==> config.mk <==
export PLATFORM = sky130hd
export DESIGN_NAME = contador_programable
export DESIGN_NICKNAME = d
export VERILOG_FILES = /design/src/rtl/contador_programable.sv
export SDC_FILE = /design/constraint.sdc
export NUM_CORES = 1
export LEC_CHECK = 0
export CAP_MARGIN = 20
export CORE_AREA = 2 2 39 41
export DETAILED_ROUTE_END_ITERATION = 8
export DIE_AREA = 0 0 41 43
export PLACE_DENSITY = 0.6
export SYNTH_ARGS = -nofsm -noshare
export SYNTH_HDL_FRONTEND = slang
export SYNTH_SLANG_ARGS = --single-unit
==> constraint.sdc <==
create_clock -name clk -period 3.3 [get_ports clk]
set_clock_uncertainty 0.15 [all_clocks]
set_input_delay 0.66 -clock clk [delete_from_list [all_inputs] [get_ports clk]]
set_output_delay 0.66 -clock clk [all_outputs]
set_load 0.005 [all_outputs]
==> src/rtl/contador_programable.sv <==
// -----------------------------------------------------------------------------
// contador_programable
//
// Parametrised up/down counter used as timer/sequencer beside the control FSM.
// The FSM loads it, enables it and reacts to the registered done pulse.
//
// Optional build macro: CONTADOR_PRESCALER_EN
//   When defined, a prescaler makes only every PRESC-th enabled cycle a step,
//   and the extra output 'tick' marks the cycles on which a step happens.
//
// Parameters:
//   BITS     counter width
//   RST_VAL  value of cuenta after reset (all ones by default)
//   PRESC    prescale ratio, >= 1 (only with CONTADOR_PRESCALER_EN)
//
// Ports:
//   clk       clock, all state updates on the rising edge
//   rst       synchronous reset, active low
//   EN        count enable
//   load      synchronous load strobe (wins over EN)
//   load_val  value written to cuenta on load
//   lim       reload value when counting down, terminal value when counting up
//   dir       0 = down, 1 = up
//   mode      0 = wrap/reload, 1 = one-shot
//   cuenta    current count (registered)
//   tc        terminal count flag (combinational from cuenta, dir, lim)
//   done      one-cycle pulse following a terminal step (registered)
//   activo    high while the FSM is in CUENTA
//   tick      high on cycles where a step occurs (prescaler build only)
// -----------------------------------------------------------------------------
module contador_programable #(
  parameter int unsigned     BITS    = 3,
  parameter logic [BITS-1:0] RST_VAL = {BITS{1'b1}}
`ifdef CONTADOR_PRESCALER_EN
  ,
  parameter int unsigned     PRESC   = 4
`endif
) (
  input  logic            clk,
  input  logic            rst,
  input  logic            EN,
  input  logic            load,
  input  logic [BITS-1:0] load_val,
  input  logic [BITS-1:0] lim,
  input  logic            dir,
  input  logic            mode,
  output logic [BITS-1:0] cuenta,
  output logic            tc,
  output logic            done,
  output logic            activo
`ifdef CONTADOR_PRESCALER_EN
  ,
  output logic            tick
`endif
);

  typedef enum logic {
    CUENTA = 1'b0,
    FIN    = 1'b1
  } state_t;

  state_t          state_reg, state_next;
  logic [BITS-1:0] cuenta_reg, cuenta_next;
  logic            done_reg, done_next;
  logic            step;

  // ---------------------------------------------------------------------------
  // Terminal count detection: bitwise equality against lim for the up
  // direction, zero detect for the down direction.
  // ---------------------------------------------------------------------------
  logic [BITS-1:0] lim_match;
  logic            at_zero;
  logic            at_lim;

  for (genvar gi = 0; gi < BITS; gi++) begin : g_lim_match
    assign lim_match[gi] = ~(cuenta_reg[gi] ^ lim[gi]);
  end

  assign at_zero = (cuenta_reg == '0);
  assign at_lim  = &lim_match;
  assign tc      = dir ? at_lim : at_zero;

`ifdef CONTADOR_PRESCALER_EN
  // ---------------------------------------------------------------------------
  // Prescaler: counts enabled cycles in CUENTA; the PRESC-th one is a step.
  // Cleared by reset and load, frozen while EN is low or in FIN.
  // ---------------------------------------------------------------------------
  localparam int unsigned PW = $clog2(PRESC) + 1;

  logic [PW-1:0] presc_reg, presc_next;
  logic          presc_run;

  assign presc_run = rst && !load && EN && (state_reg == CUENTA);
  assign step      = presc_run && (presc_reg == PW'(PRESC - 1));
  assign tick      = step;

  always_comb begin
    presc_next = presc_reg;
    if (load) begin
      presc_next = '0;
    end else if (step) begin
      presc_next = '0;
    end else if (presc_run) begin
      presc_next = presc_reg + PW'(1);
    end
  end

  always_ff @(posedge clk) begin
    if (!rst) begin
      presc_reg <= '0;
    end else begin
      presc_reg <= presc_next;
    end
  end
`else
  // Without the prescaler every enabled, non-load cycle in CUENTA is a step.
  assign step = EN && !load && (state_reg == CUENTA);
`endif

  // ---------------------------------------------------------------------------
  // Next-state / datapath logic
  // ---------------------------------------------------------------------------
  always_comb begin
    state_next  = state_reg;
    cuenta_next = cuenta_reg;
    done_next   = 1'b0;

    if (load) begin
      cuenta_next = load_val;
      state_next  = CUENTA;
    end else if (step) begin
      if (!tc) begin
        cuenta_next = dir ? (cuenta_reg + BITS'(1)) : (cuenta_reg - BITS'(1));
      end else begin
        // Terminal step: done is registered alongside the step itself.
        done_next = 1'b1;
        if (!mode) begin
          cuenta_next = dir ? '0 : lim;
        end else begin
          state_next = FIN;
        end
      end
    end
  end

  always_ff @(posedge clk) begin
    if (!rst) begin
      state_reg  <= CUENTA;
      cuenta_reg <= RST_VAL;
      done_reg   <= 1'b0;
    end else begin
      state_reg  <= state_next;
      cuenta_reg <= cuenta_next;
      done_reg   <= done_next;
    end
  end

  assign cuenta = cuenta_reg;
  assign done   = done_reg;
  assign activo = (state_reg == CUENTA);

endmodule

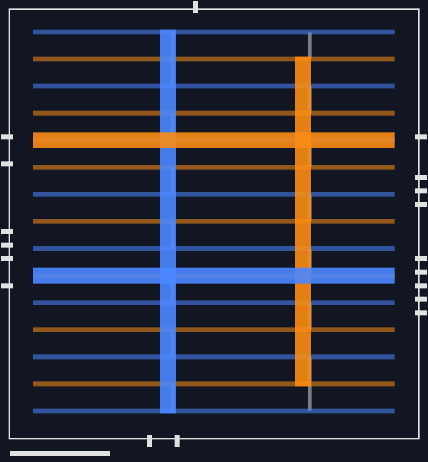
Run 1: floorplan with the power grid
Scale bar: 10 um. Pins as bars on the die edge. Tap cells in grey.
colour	net
orange	VDD
blue	VSS
signal pins	18
met5 straps	2
met1 rails	15
rows	14
die outline height: 43 um
IR Drop Worst-Case VDD: 0.000195 V
chip width: 41 um
Core ar.: 1380 um2

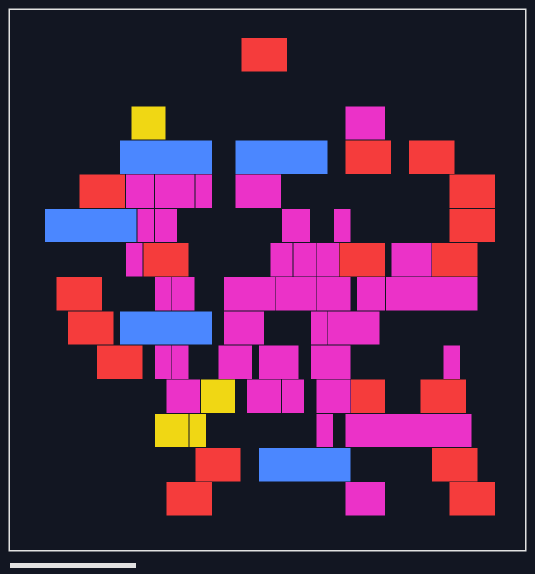
Run 1: cell classes on the final placement
Scale bar: 10 um.
colour	class	cells	share of their area
yellow	clock drivers and dummy loads	4	4.5%
magenta	all other logic	37	47%
blue	flops	5	17%
red	other buffers and delay cells	18	31%

==> flow_summary.toml <==
# implementation run metrics
[timing]
worst_slew_pin_slew_ns = 0.343
finalCriticalPeriod_ns = 3.10
final_hold_viol_count = 0

[place]
placedCellCount = 76
postPlaceCellArea_um2 = 572
preCtsSetupSlack_ns = 0.200
gpl.final_weighted_congestion = 0.649

[worst_setup_path]
timing.critical_path.cells = "clkdlybuf4s50_1 -> or4_4 -> o41ai_4 -> clkdlybuf4s50_1"
critPathTopFamily = "buffers and inverters"
regToRegSetupSlack_ns = 1.23
worst_ep_arrival_ns = 2.29

[clock_tree]
clock_net_sink_count = 5
numCtsBuffers = 3
cts_hold_repair.buffers = 0

[power_and_ir_drop]
sw_frac_of_total_pct = 28.8
leakagePower_nw = 0.219
p_sw_w = 0.0000589
comb_power_share_pct = 30.2

[floorplan]
fp-row-count = 14
taps = 16

[layout]
seqAreaFraction_pct = 16.7
final-nonclk-buf-share_pct = 29.7
postLayoutCellArea_um2 = 598
flops = 5
fin_nets = 78
flop_area_um2 = 100

[route]
dr_wl_met2_um = 447
drt-vias-per-instance = 5.00

[synth]
yosysWarningCount = 0
synth-area-yosys_um2 = 374
synthTopCellsByArea = "dfxtp_1 (27%), nor3b_1 (8.0%), o41ai_4 (7.4%)"
synth-cells-yosys = 42
synth_sequential_area_ratio_pct = 26.8

[global_routing]
grt_max_degree = 7
grt_util_met1_pct = 16.5

[min_path]
timing.hold.worst.start = "state_reg$_SDFFE_PP0P_"

[flow_run]
maxCapViolations = 0

[outcome]
run_status = "finished clean"
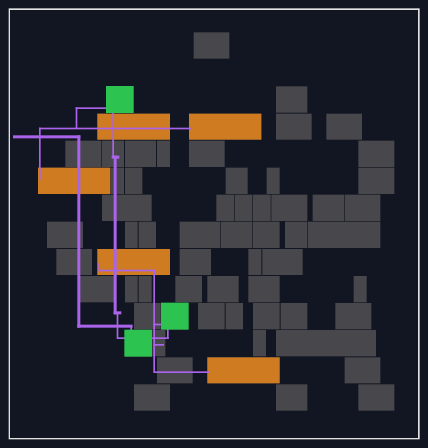
Run 1: clock network drawn from the DEF
[green] cells driving clock nets | count: 3
[orange] flip-flops | count: 5
[purple] clock wires | length: 116 um
routed clock nets	4
clock insertion delay at the later pin of the skew report: 0.24 ns
power dissipated in the clock network: 0.0000732 W
share of total power in the clock network: 35.8%

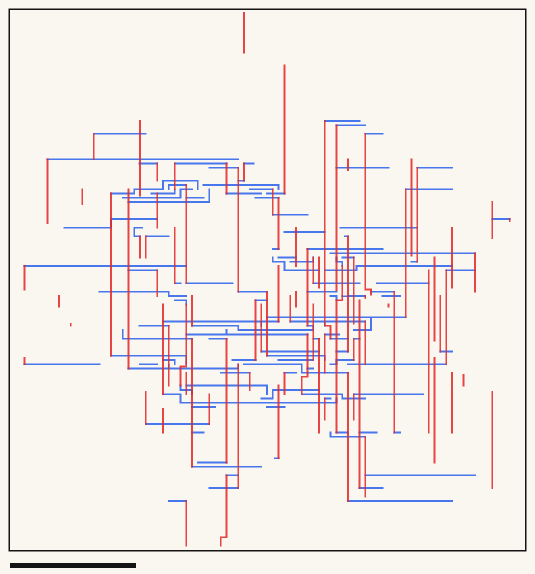
Run 1: wiring by layer
Scale bar: 10 um. Two of the layers only.
colour	layer	wire length
red	met2	447 um
blue	met1	414 um
routed vias: 400
routed wirelength normalized by instance count: 12.4 um
final routed wirelength across all metal layers: 994 um
GRT Total Usage: 13.9%

Power figures rest on the tool's default switching activity, not on a simulated workload.
